Figure 1. Clock network drawn from the DEF (run 1).
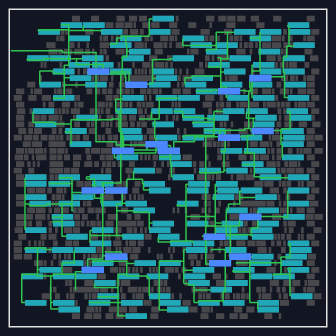
Figure 2. Logic cells by family (run 1).
Scale bar: 50 um.
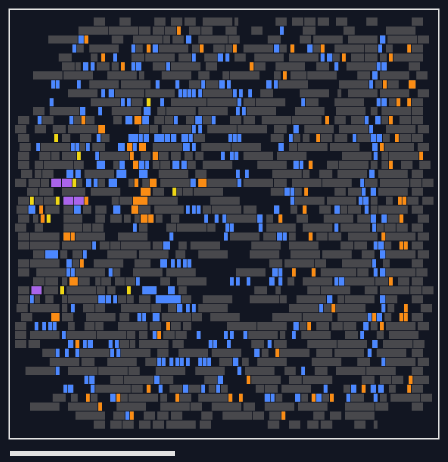
Figure 3. Signal wires on met3 (run 1).
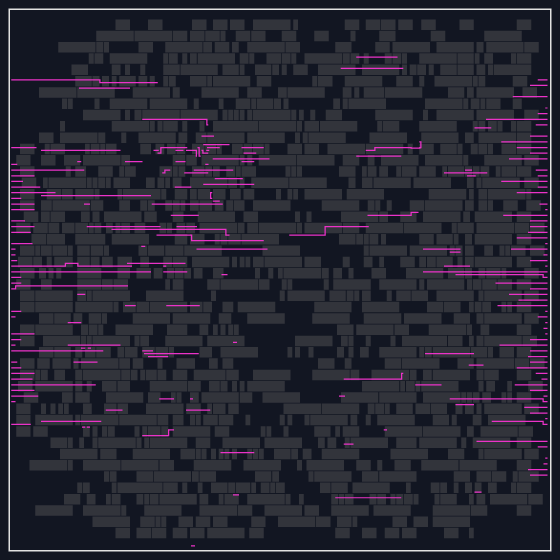
**src/rtl/instruction_fetch.sv**
```systemverilog
// Instruction fetch front end: owns the PC, issues one-cycle-latency memory reads,
// buffers {pc, instr} pairs in a 2-entry FIFO toward decode and handles redirects.
module instruction_fetch #(
    parameter int                 DWIDTH   = 32,
    parameter logic [DWIDTH-1:0]  RESET_PC = '0
) (
    input  logic              clk,
    input  logic              reset,
    output logic [DWIDTH-1:0] memAddressOut,
    output logic              memEnable,
    input  logic [DWIDTH-1:0] memInstructionIn,
    input  logic              redirectValid,
    input  logic [DWIDTH-1:0] redirectPc,
    output logic              instrValid,
    input  logic              instrReady,
    output logic [DWIDTH-1:0] instrOut,
    output logic [DWIDTH-1:0] pcOut,
    output logic              misalignFault
);

    localparam int DEPTH = 2;

    logic [DWIDTH-1:0] pc_q, pc_d;
    logic              inflight_q, inflight_d;
    logic [DWIDTH-1:0] inflight_pc_q, inflight_pc_d;
    logic              squash_q, squash_d;
    logic              misalign_q, misalign_d;
    logic [1:0]        count_q, count_d;
    logic [DWIDTH-1:0] fifo_instr_q [DEPTH];
    logic [DWIDTH-1:0] fifo_instr_d [DEPTH];
    logic [DWIDTH-1:0] fifo_pc_q    [DEPTH];
    logic [DWIDTH-1:0] fifo_pc_d    [DEPTH];

    logic              deq;
    logic              enq;
    logic              mem_en;
    logic [2:0]        occupancy;

    // Occupancy after this cycle's dequeue must leave room for the fetch being issued.
    always_comb begin
        deq       = (count_q != 2'd0) & instrReady;
        enq       = inflight_q & ~squash_q & ~redirectValid;
        occupancy = 3'(count_q) + 3'(inflight_q) - 3'(deq);
        mem_en    = reset & ~redirectValid & (occupancy <= 3'd1);
    end

    always_comb begin
        pc_d          = pc_q;
        inflight_d    = mem_en;
        inflight_pc_d = inflight_pc_q;
        squash_d      = redirectValid & inflight_q;
        misalign_d    = redirectValid & (redirectPc[1:0] != 2'b00);

        if (redirectValid) begin
            pc_d = {redirectPc[DWIDTH-1:2], 2'b00};
        end else if (mem_en) begin
            pc_d = pc_q + DWIDTH'(4);
        end
        if (mem_en) begin
            inflight_pc_d = pc_q;
        end
    end

    // FIFO: slot 0 is the head; a redirect flushes everything, including a same-cycle dequeue.
    always_comb begin
        count_d      = count_q;
        fifo_instr_d = fifo_instr_q;
        fifo_pc_d    = fifo_pc_q;

        if (redirectValid) begin
            count_d = 2'd0;
        end else begin
            case ({enq, deq})
                2'b10: begin
                    fifo_instr_d[count_q[0]] = memInstructionIn;
                    fifo_pc_d[count_q[0]]    = inflight_pc_q;
                    count_d                  = count_q + 2'd1;
                end
                2'b01: begin
                    fifo_instr_d[0] = fifo_instr_q[1];
                    fifo_pc_d[0]    = fifo_pc_q[1];
                    count_d         = count_q - 2'd1;
                end
                2'b11: begin
                    if (count_q == 2'd1) begin
                        fifo_instr_d[0] = memInstructionIn;
                        fifo_pc_d[0]    = inflight_pc_q;
                    end else begin
                        fifo_instr_d[0] = fifo_instr_q[1];
                        fifo_pc_d[0]    = fifo_pc_q[1];
                        fifo_instr_d[1] = memInstructionIn;
                        fifo_pc_d[1]    = inflight_pc_q;
                    end
                end
                default: ;
            endcase
        end
    end

    always_ff @(posedge clk or negedge reset) begin
        if (!reset) begin
            pc_q          <= RESET_PC;
            inflight_q    <= 1'b0;
            inflight_pc_q <= '0;
            squash_q      <= 1'b0;
            misalign_q    <= 1'b0;
            count_q       <= 2'd0;
        end else begin
            pc_q          <= pc_d;
            inflight_q    <= inflight_d;
            inflight_pc_q <= inflight_pc_d;
            squash_q      <= squash_d;
            misalign_q    <= misalign_d;
            count_q       <= count_d;
        end
    end

    for (genvar gi = 0; gi < DEPTH; gi++) begin : g_entry
        always_ff @(posedge clk or negedge reset) begin
            if (!reset) begin
                fifo_instr_q[gi] <= '0;
                fifo_pc_q[gi]    <= '0;
            end else begin
                fifo_instr_q[gi] <= fifo_instr_d[gi];
                fifo_pc_q[gi]    <= fifo_pc_d[gi];
            end
        end
    end

    assign memAddressOut = pc_q;
    assign memEnable     = mem_en;
    assign instrValid    = (count_q != 2'd0);
    assign instrOut      = fifo_instr_q[0];
    assign pcOut         = fifo_pc_q[0];
    assign misalignFault = misalign_q;

endmodule

```
**config.mk**
```make
export PLATFORM = sky130hd
export DESIGN_NAME = instruction_fetch
export DESIGN_NICKNAME = d
export VERILOG_FILES = /design/src/rtl/instruction_fetch.sv
export SDC_FILE = /design/constraint.sdc
export NUM_CORES = 1
export LEC_CHECK = 0
export CAP_MARGIN = 0
export CORE_UTILIZATION = 55
export CTS_BUF_LIST = sky130_fd_sc_hd__clkbuf_8 sky130_fd_sc_hd__clkbuf_16
export CTS_CLUSTER_DIAMETER = 40
export DETAILED_ROUTE_END_ITERATION = 10
export PLACE_DENSITY = 0.83
export REMOVE_ABC_BUFFERS = 1
export SLEW_MARGIN = 5
export SYNTH_ARGS = -nofsm -noshare
export SYNTH_HDL_FRONTEND = slang
export SYNTH_SLANG_ARGS = --single-unit
```
**constraint.sdc**
```tcl
create_clock -name clk -period 6.75 [get_ports clk]
set_clock_uncertainty 0.1 [all_clocks]
set_input_delay 1.0125 -clock clk [delete_from_list [all_inputs] [get_ports clk]]
set_output_delay 1.0125 -clock clk [all_outputs]
set_load 0.005 [all_outputs]
```
==> out/results.txt, run 1 <==
Status: finished clean
Most frequent cells after synthesis: dfrtp_1, nand2_1, nand3_1
Top Usage Layer GRT: met2
Top delay family on crit path: buffers and inverters
Critical path class: in -> out
Hold path start: inflight_pc_q[11]
Met3 Wirelength: 1260 um
Die Y: 130 um
Placed cells: 1177
Path depth of the worst reg2reg path: 11
Sink Count: 190
Fin crit share: 73.3%
Top cell excl fill/tap: dfrtp_1
Pleak: 4.67 nW
Top-area cell share: 52.7%
Hold path depth: 2
Crit path buf inv count: 4
Global-route wire length before repair: 33400 um
OpenROAD warnings: 29
Place WS: 1.82 ns
Register share after synthesis: 52.7%
Crit path depth: 10
CP Capture Type: output pin
Cts bufs inserted: 17
Post-route DRC violation count: 0
Tightest Pin Transition: 1.20 ns
Average size of a mapped cell: 9.87 sq um
Setup ws final: 1.80 ns
Final hold vios: 0
Worst EP required: 5.64 ns
Initial antenna violation count: 0
Io pins: 167
Met1 global-route usage: 35.5%
Total grt overflow: 0
Post-route antenna net violation count: 0
Fill count: 1257
Root buffer cell: clkbuf_16
Total of warnings raised by yosys: 0
Slowest CP cell: fa_1
Core Box Area: 15900 sq um
Global Route met2 Usage: 40.8%
Layout net count: 1053
Ys flop type: dfrtp_1
Die area: 16900 sq um
Synth Cell Area: 9010 sq um
Worst VDD drop: 0.349 mV
CTS hold repair buffers: 0
Synth Instances: 913
CP max stage delay: 0.54 ns
Post-synth area hogs: dfrtp_1, mux2_2, nand2_1
Port Buffers: 164
Vias per inst: 5.84
Tot Pwr: 4.64 mW
PD cells: 425 nW/um^2
Worst Hold Class: reg -> reg
Routed length per placed instance: 17.3 um
Crit path DAT: 3.84 ns
Sum Neg Setup Slack: 0 ns
Crit path launch type: input pin
Post-CTS sizing: 0
Top sig layer: met4
Final setup fails: 0
HPWL Detailed: 13300 um
Die W: 130 um
DR WL met2: 9800 um
Max clock buf depth: 2
Met1 WL: 9450 um
Unrepaired setup endpoints after global routing: false
GR Util met3: 4.43%
Chip area in the Yosys report: 9010 sq um
1st-pass router iterations: 5
TritonCTS clock tree: done
Ys flops: 190
Antenna diodes: 0
Fin. max-slew vios: 0
FP Util: 56.5%
Top cells excl fill/tap: dfrtp_1, nand2_1, clkdlybuf4s50_1, nand3_1, nor2_1
Setup bufs post-CTS: 0
Hold Slack: 0.401 ns
Routed WL: 20900 um
All-layer global routing usage: 25.7%
Area grow syn2layout: 21.0%
Critical R2R Launch: count_q[1]
CTS clk-pin slew, worst paths: 0.06 ns
Yosys Instances: 913
CP cell instances: clkdlybuf4s50_1 > nand2b_1 > xnor2_1 > ha_1 > inv_1 > fa_1 > and3b_1 > nand2_2 > inv_1 > clkdlybuf4s50_1
Via count of the first global-routing pass: 6554
Reg-to-reg setup timing slack: 2.60 ns
Pin count of the biggest net entering global routing: 126
Count of cell types in the netlist: 52
Fmax achieved: 202 MHz
Layout Cells excl Fill: 1208
Row cnt: 46
Cell type with the largest total area: dfrtp_1
DRT iter0 DRCs: 625
Rel. slew slack: 20.2%
Clk latency late pin: 0.43 ns
Number of synthesized flops with an enable pin: 0
Min-Delay Endpoint: inflight_pc_q[11]
RD Place Congestion: 0.908
Launch point of the worst path: instrReady
Critical R2R Capture: memAddressOut[14]
Async S/R FF share, synth: 100%
Count leader, synth: dfrtp_1
Max Fanout on Critical Path: 11
Clock period minus worst slack: 4.95 ns
Setup crit end: memEnable
Share of cells above drive strength 1: 11.9%
Htree depth: 4
Via count: 7049
Max Cap Viol: 0
Notes on Figure 1 above:
Green shows clock wires, length 2040 um. Cyan shows flip-flops, count 190. Blue shows clock-net drivers, count 17.
Position of the flops: spread over the die. There are 18 routed clock nets.

Notes on Figure 2 above:
Orange shows nor cells, cells 89, where spread over the die. Purple shows xor and xnor cells, cells 5, where middle left. Yellow shows inv cells, cells 10. Blue shows nand cells, cells 273, where spread over the die.

Notes on Figure 3 above:
150 nets have wire on it. The longest straight run is 33.4 um.

-- run 1: layout make-up --
| cell class | instances | area, sq um | area share [%] |
|---|---|---|---|
| Clock buffer | 20 | 467 | 4.28 |
| Clock inverter | 11 | 140 | 1.28 |
| Inverter | 10 | 37.5 | 0.344 |
| Multi-Input combinational cell | 588 | 3530 | 32.3 |
| Sequential cell | 190 | 4750 | 43.6 |
| Tap cell | 216 | 270 | 2.48 |
| Timing Repair Buffer | 173 | 1710 | 15.7 |
-- run 1: kinds of logic after synthesis --
family	Yosys count	share of synthesized area [%]
and+or+nand+nor	380	19.2
DFF	190	52.7
buffers and inverters	136	8.54
AOI/OAI and AO/OA	130	10.0
muxes	66	8.20
adders and majority gates	5	0.777
xor gates and xnor gates	5	0.486
other	1	0.0416
-- run 1: worst register-to-register path, stage by stage (launching register included) --
cell and delay (ns):
dfrtp_1 0.47, inv_1 0.12, ha_1 0.21, nand2b_1 0.39, xnor2_1 0.37, ha_1 0.21
inv_1 0.05, fa_1 0.40, xnor2_1 0.33, nand3_1 0.51, o311ai_0 0.59, o311ai_0 0.25
-- run 1: stage by stage --
stage	utilization (%)	area, sq um
after global routing	68.4	10900
after global placement	64.6	10300
after CTS	68.4	10900
after detailed placement	64.6	10300
after floorplan	-	8290
final	68.4	10900
-- run 1: report_power, final --
group / switching [mW] / internal [mW]
Sequential: 0.307 / 1.60
Clock: 0.422 / 0.608
Combinational: 0.836 / 0.869
-- run 1: registers in the layout, summed over array words and instances, names as in the netlist --
name           flops
pcOut             31
fifo_instr_q      32
count_q            2
inflight_q         1
inflight_pc_q     30
memAddressOut     30
fifo_pc_q         30
misalignFault      1
instrOut          32
squash_q           1
--- run 2 (diff from run 1) ---
Settings changed: CORE_UTILIZATION 55 to 53, PLACE_DENSITY 0.83 to 0.81.
Clock period 6.75 ns to 5.1 ns, I/O delays scaled along.
==> out/results.txt, run 2 <==
Status: finished clean
Fin. max-slew vios: 0
Post-route antenna net violation count: 0
Ys flops: 190
Worst EP required: 4.24 ns
Synth Cell Area: 9010 sq um
Comb area: 3530 sq um
Ys flop type: dfrtp_1
Critical R2R Launch: count_q[1]
Final hold vios: 0
Slowest CP cell: fa_1
Met3 Wirelength: 1520 um
Setup ws final: 0.765 ns
Post-route DRC violation count: 0
Htree depth: 4
Die area: 17500 sq um
Pin count of the biggest net entering global routing: 96
Count of cell types in the netlist: 52
CTS clk-pin slew, worst paths: 0.07 ns
Yosys Instances: 913
Top Usage Layer GRT: met2
Total of warnings raised by yosys: 0
Async S/R FF share, synth: 100%
Final setup fails: 0
Port Buffers: 164
Root buffer cell: clkbuf_16
Total grt overflow: 0
Setup bufs post-CTS: 0
Number of synthesized flops with an enable pin: 0
Unrepaired setup endpoints after global routing: false
Cell type with the largest total area: dfrtp_1
1st-pass router iterations: 6
Via count of the first global-routing pass: 7003
Placed cells: 1183
Pleak: 4.66 nW
Sum Neg Setup Slack: 0 ns
GR Util met3: 5.63%
Register area: 4750 sq um
All-layer global routing usage: 25.6%
Top-area cell share: 52.7%
Antenna diodes: 0
Top cells excl fill/tap: dfrtp_1, nand2_1, clkdlybuf4s50_1, nand3_1, nor2_1
Routed length per placed instance: 17.8 um
Crit path DAT: 3.47 ns
Fin crit share: 85.0%
Critical R2R Capture: memAddressOut[8]
Layout net count: 1055
Register share after synthesis: 52.7%
Post-synth area hogs: dfrtp_1, mux2_2, nand2_1
Place WS: 0.878 ns
Path depth of the worst reg2reg path: 12
Vias per inst: 5.84
RD Place Congestion: 0.873
Worst Hold Class: in -> async
Clk latency late pin: 0.42 ns
Via count: 7098
Tightest Pin Transition: 0.952 ns
OpenROAD warnings: 27
Post-CTS sizing: 0
Met1 global-route usage: 34.8%
Crit path launch type: flip-flop
Chip area in the Yosys report: 9010 sq um
Area grow syn2layout: 21.2%
CTS hold repair buffers: 0
PD cells: 562 nW/um^2
Max Fanout on Critical Path: 11
Count leader, synth: dfrtp_1
Sink Count: 190
Fmax achieved: 231 MHz
Io pins: 167
HPWL Detailed: 13700 um
Row cnt: 47
Global Route met2 Usage: 39.6%
DRT iter0 DRCs: 584
Die W: 132 um
Core Box Area: 16600 sq um
Reg-to-reg setup timing slack: 1.25 ns
Die Y: 132 um
Global-route wire length before repair: 35500 um
Clock period minus worst slack: 4.34 ns
Routed WL: 21600 um
Most frequent cells after synthesis: dfrtp_1, nand2_1, nand3_1
Synth Instances: 913
Share of cells above drive strength 1: 12.3%
Initial antenna violation count: 0
Cts bufs inserted: 17
FP Util: 54.4%
Max Cap Viol: 0
CP max stage delay: 0.53 ns
CP cell instances: inv_1 > ha_1 > nand2b_1 > buf_4 > xnor2_1 > ha_1 > inv_1 > fa_1 > and3b_1 > nand2_2 > inv_1 > clkdlybuf4s50_1
DR WL met2: 9970 um
Max clock buf depth: 2
Critical path class: reg -> out
Top cell excl fill/tap: dfrtp_1
Worst VDD drop: 0.476 mV
Rel. slew slack: 36.5%
Average size of a mapped cell: 9.87 sq um
Top sig layer: met4
Worst path most repeated cell: inv_1
TritonCTS clock tree: done
Fill count: 1323
Met1 WL: 9500 um
Layout Cells excl Fill: 1215
CP Capture Type: output pin
## run 2: cell counts after synthesis
Identical to the previous run, type by type.
## run 2: logic make-up after synthesis
kind of cell / Yosys count / share of synthesized area, %
AND/OR/NAND/NOR: 380 / 19.2
flip-flops: 190 / 52.7
buffers and inverters: 136 / 8.54
AND-OR/OR-AND: 130 / 10.0
multiplexers: 66 / 8.20
adder cells (fa/ha/maj): 5 / 0.777
XOR/XNOR: 5 / 0.486
other: 1 / 0.0416
## run 2: how the worst max path moves through the flow
stage               startpoint        end  slack [ns]
CTS                 count_q[1]  memEnable        0.75
detailed placement  instrReady  memEnable        0.88
finish              count_q[1]  memEnable        0.76
floorplan           count_q[1]  memEnable        0.49
global placement    instrReady  memEnable        0.93
global route        count_q[0]  memEnable        0.53
## run 2: area by class of cell
type                    instances  share of cell area, %
well taps                     220                   2.52
multi-input cells             588                   32.3
flip-flops and latches        190                   43.5
clock inverters                14                   1.42
repair buffers                175                   15.9
inverters                      10                  0.343
clock buffers                  18                   4.02
## run 2: per-stage QoR
step	hold WS, ns	power [mW]	utilization [%]	area (sq um)
2_1_floorplan	0.364	3.68	-	8290
3_3_place_gp	0.382	4.73	62.3	10300
3_5_place_dp	0.390	4.84	62.3	10300
4_1_cts	0.256	6.18	65.9	10900
5_1_grt	0.279	6.56	65.9	10900
6_report	0.229	6.15	65.9	10900
## run 2: critical path, delay by kind of cell, from the launching register on
family / cells / cell delay, ns
AND/OR/NAND/NOR: 3 / 0.45
adder cells (fa/ha/maj): 3 / 0.94
XOR/XNOR: 1 / 0.24
flip-flops: 1 / 0.48
buffers and inverters: 5 / 0.94
## run 2: power by group
part	internal [mW]	switching (mW)
Clock	0.743	0.594
Sequential	2.11	0.408
Combinational	1.16	1.12
Figure 4. Sizing map (run 2).
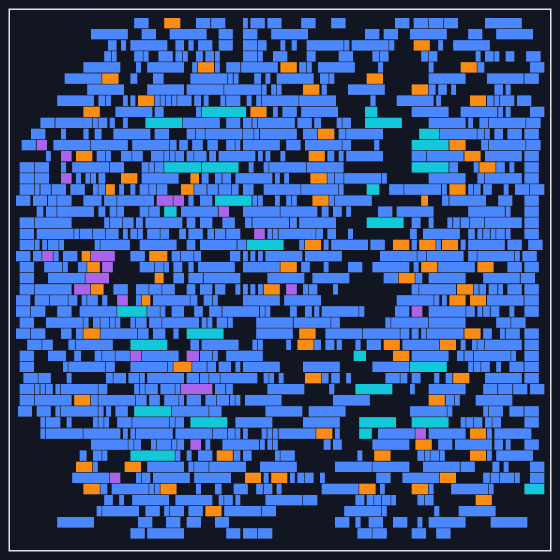
Cyan shows x6 and larger, cells 27. Purple shows x3 and x4, cells 21. Blue shows x1 and smaller, cells 873. Orange shows x2, cells 74.

Figure 5. Signal wires on met3 (run 2).
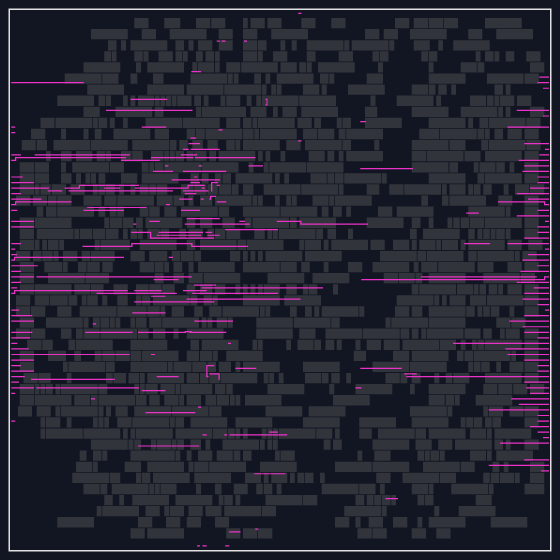
The layer holds 7.0% of the routed length. 161 nets have wire on it. The layer carries 1520 um of wire. The wires run mostly horizontal.

--- run 3 (diff from run 2) ---
Settings changed: CORE_MARGIN set to 1.5, SLEW_MARGIN 5 to 0.
==> out/results.txt, run 3 <==
Count of cell types in the netlist: 52
Crit path launch type: flip-flop
Global-route wire length before repair: 35200 um
Clock period minus worst slack: 4.35 ns
Die area: 17800 sq um
Final Util: 65.9%
AO/OA Area Share: 10.0%
Worst EP required: 4.24 ns
All-layer global routing usage: 24.9%
HPWL Detailed: 13600 um
Sum Neg Setup Slack: 0 ns
Pleak: 4.67 nW
Multiplexer share: 8.20%
Total of warnings raised by yosys: 0
Count leader, synth: dfrtp_1
CP max stage delay: 0.54 ns
Synth Area in Simple Gates: 19.2%
1st-pass router iterations: 5
Path depth of the worst reg2reg path: 12
Critical R2R Launch: count_q[1]
Synth Cell Area: 9010 sq um
Io pins: 167
Top cells excl fill/tap: dfrtp_1, nand2_1, clkdlybuf4s50_1, nand3_1, nor2_1
Core Box Area: 16600 sq um
TritonCTS clock tree: done
Vias per inst: 5.80
Adder Area Share: 0.777%
Number of synthesized flops with an enable pin: 0
Die Y: 133 um
OpenROAD warnings: 27
Fin. max-slew vios: 0
Unrepaired setup endpoints after global routing: false
CP Capture Type: output pin
DRT iter0 DRCs: 495
Final setup fails: 0
Fmax achieved: 230 MHz
Setup bufs post-CTS: 0
Final hold vios: 0
Logic family by area: simple AND/OR/NAND/NOR gates
Register share after synthesis: 52.7%
Tightest Pin Transition: 1.20 ns
Status: finished clean
Worst VDD drop: 0.462 mV
Worst Hold Class: in -> async
Via count of the first global-routing pass: 6842
Worst path most repeated cell: inv_1
Via count: 7049
CP cell instances: inv_1 > ha_1 > nand2b_1 > buf_4 > xnor2_1 > ha_1 > inv_1 > fa_1 > and3b_1 > nand2_2 > inv_1 > clkdlybuf4s50_1
Synth Instances: 913
Ys flops: 190
Top-area cell share: 52.7%
Share of cells above drive strength 1: 12.3%
Synth Area in XOR/XNOR: 0.486%
Row cnt: 47
PD cells: 560 nW/um^2
FP Util: 54.4%
Total grt overflow: 0
Max Fanout on Critical Path: 11
Port Buffers: 164
Place WS: 0.871 ns
Ys flop type: dfrtp_1
Max clock buf depth: 2
Post-route antenna net violation count: 0
Htree depth: 4
Layout net count: 1055
Post-CTS sizing: 0
Cts bufs inserted: 17
CTS hold repair buffers: 0
Post-synth area hogs: dfrtp_1, mux2_2, nand2_1
Root buffer cell: clkbuf_16
Cell type with the largest total area: dfrtp_1
Post-route DRC violation count: 0
Placed cells: 1183
Yosys Instances: 913
Max Cap Viol: 0
Die W: 133 um
Antenna diodes: 0
Crit path DAT: 3.49 ns
Pin count of the biggest net entering global routing: 100
Setup ws final: 0.748 ns
CTS clk-pin slew, worst paths: 0.07 ns
Critical path class: reg -> out
Fin crit share: 85.3%
Routed WL: 21200 um
Most frequent cells after synthesis: dfrtp_1, nand2_1, nand3_1
Sink Count: 190
Top cell excl fill/tap: dfrtp_1
Area grow syn2layout: 21.2%
Rel. slew slack: 19.7%
Initial antenna violation count: 0
Launch point of the worst path: count_q[1]
RD Place Congestion: 0.869
Chip area in the Yosys report: 9010 sq um
Routed length per placed instance: 17.5 um
Async S/R FF share, synth: 100%
Average size of a mapped cell: 9.87 sq um
Slowest CP cell: fa_1
Clk latency late pin: 0.43 ns
Layout Cells excl Fill: 1215
==> run 3: cell counts after synthesis <==
Identical to the previous run, type by type.
==> run 3: area by class of cell <==
cell class | instances | area (sq um)
inverters | 10 | 37.5
multi-input cells | 588 | 3530
fillers | 1298 | 5660
flip-flops and latches | 190 | 4750
clock inverters | 13 | 139
well taps | 220 | 275
clock buffers | 19 | 453
repair buffers | 175 | 1740
==> run 3: where the power goes <==
group	internal [mW]	leakage (nW)	switching [mW]
clock network	0.749	0.278	0.579
registers	2.12	2.34	0.409
logic	1.16	2.05	1.11
total	4.03	4.67	2.09
==> run 3: metrics by stage <==
step	total power, mW	instance area [sq um]	hold slack [ns]
after CTS	6.16	10900	0.223
after detailed placement	4.83	10300	0.387
after global routing	6.52	10900	0.250
final	6.12	10900	0.226
after global placement	4.74	10300	0.382
after floorplan	3.68	8290	0.364
==> run 3: critical path, delay by kind of cell (launching register included) <==
| kind | cells | cell delay [ns] |
|---|---|---|
| xor gates and xnor gates | 1 | 0.24 |
| adders and majority gates | 3 | 0.94 |
| buffers and inverters | 5 | 0.94 |
| DFF | 1 | 0.47 |
| and+or+nand+nor | 3 | 0.46 |
==> run 3: path summary, 6_finish.rpt <==
check	endpoint	slack, ns
setup / recovery	memEnable	0.75
hold / removal	fifo_pc_q[13]	0.23
setup reg to reg	memAddressOut[8]	1.26
hold reg to reg	inflight_pc_q[20]	0.40
max in group asynchronous	pcOut[29]	3.38
min in group clk	inflight_pc_q[20]	0.40
==> run 3: per-layer routing <==
metal / track usage [%] / up-vias / share of wire, %
met1: 35.5 / 3463 / 45
met4: 7.85 / 0 / 1.6
li1: - / 3293 / -
met3: 4.98 / 29 / 7.2
met2: 38.7 / 264 / 47
met5: 0 / - / 0
Figure 6. Logic cells by family (run 3).
Scale bar: 50 um.
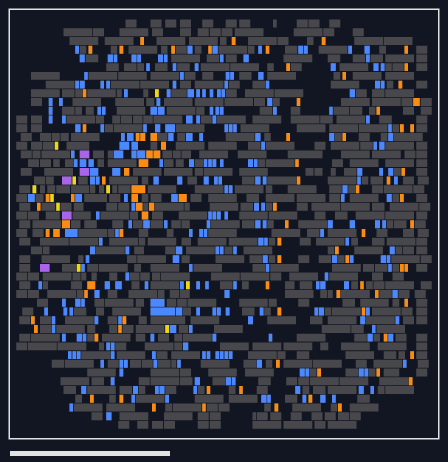
Purple shows xor and xnor cells, cells 5, where middle left. Yellow shows inv cells, cells 10. Blue shows nand cells, cells 273, where spread over the die. Orange shows nor cells, cells 89, where spread over the die.

Figure 7. Clock network drawn from the DEF (run 3).
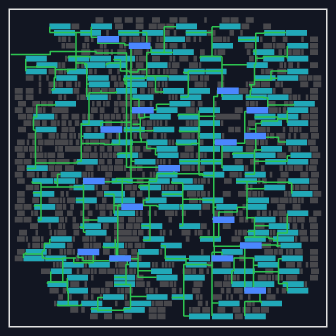
Blue shows clock-net drivers, count 17. Cyan shows flip-flops, count 190. Green shows clock wires, length 2140 um.
Position of the flops: spread over the die. There are 18 routed clock nets.

Power is estimated from default activity; no workload was simulated.
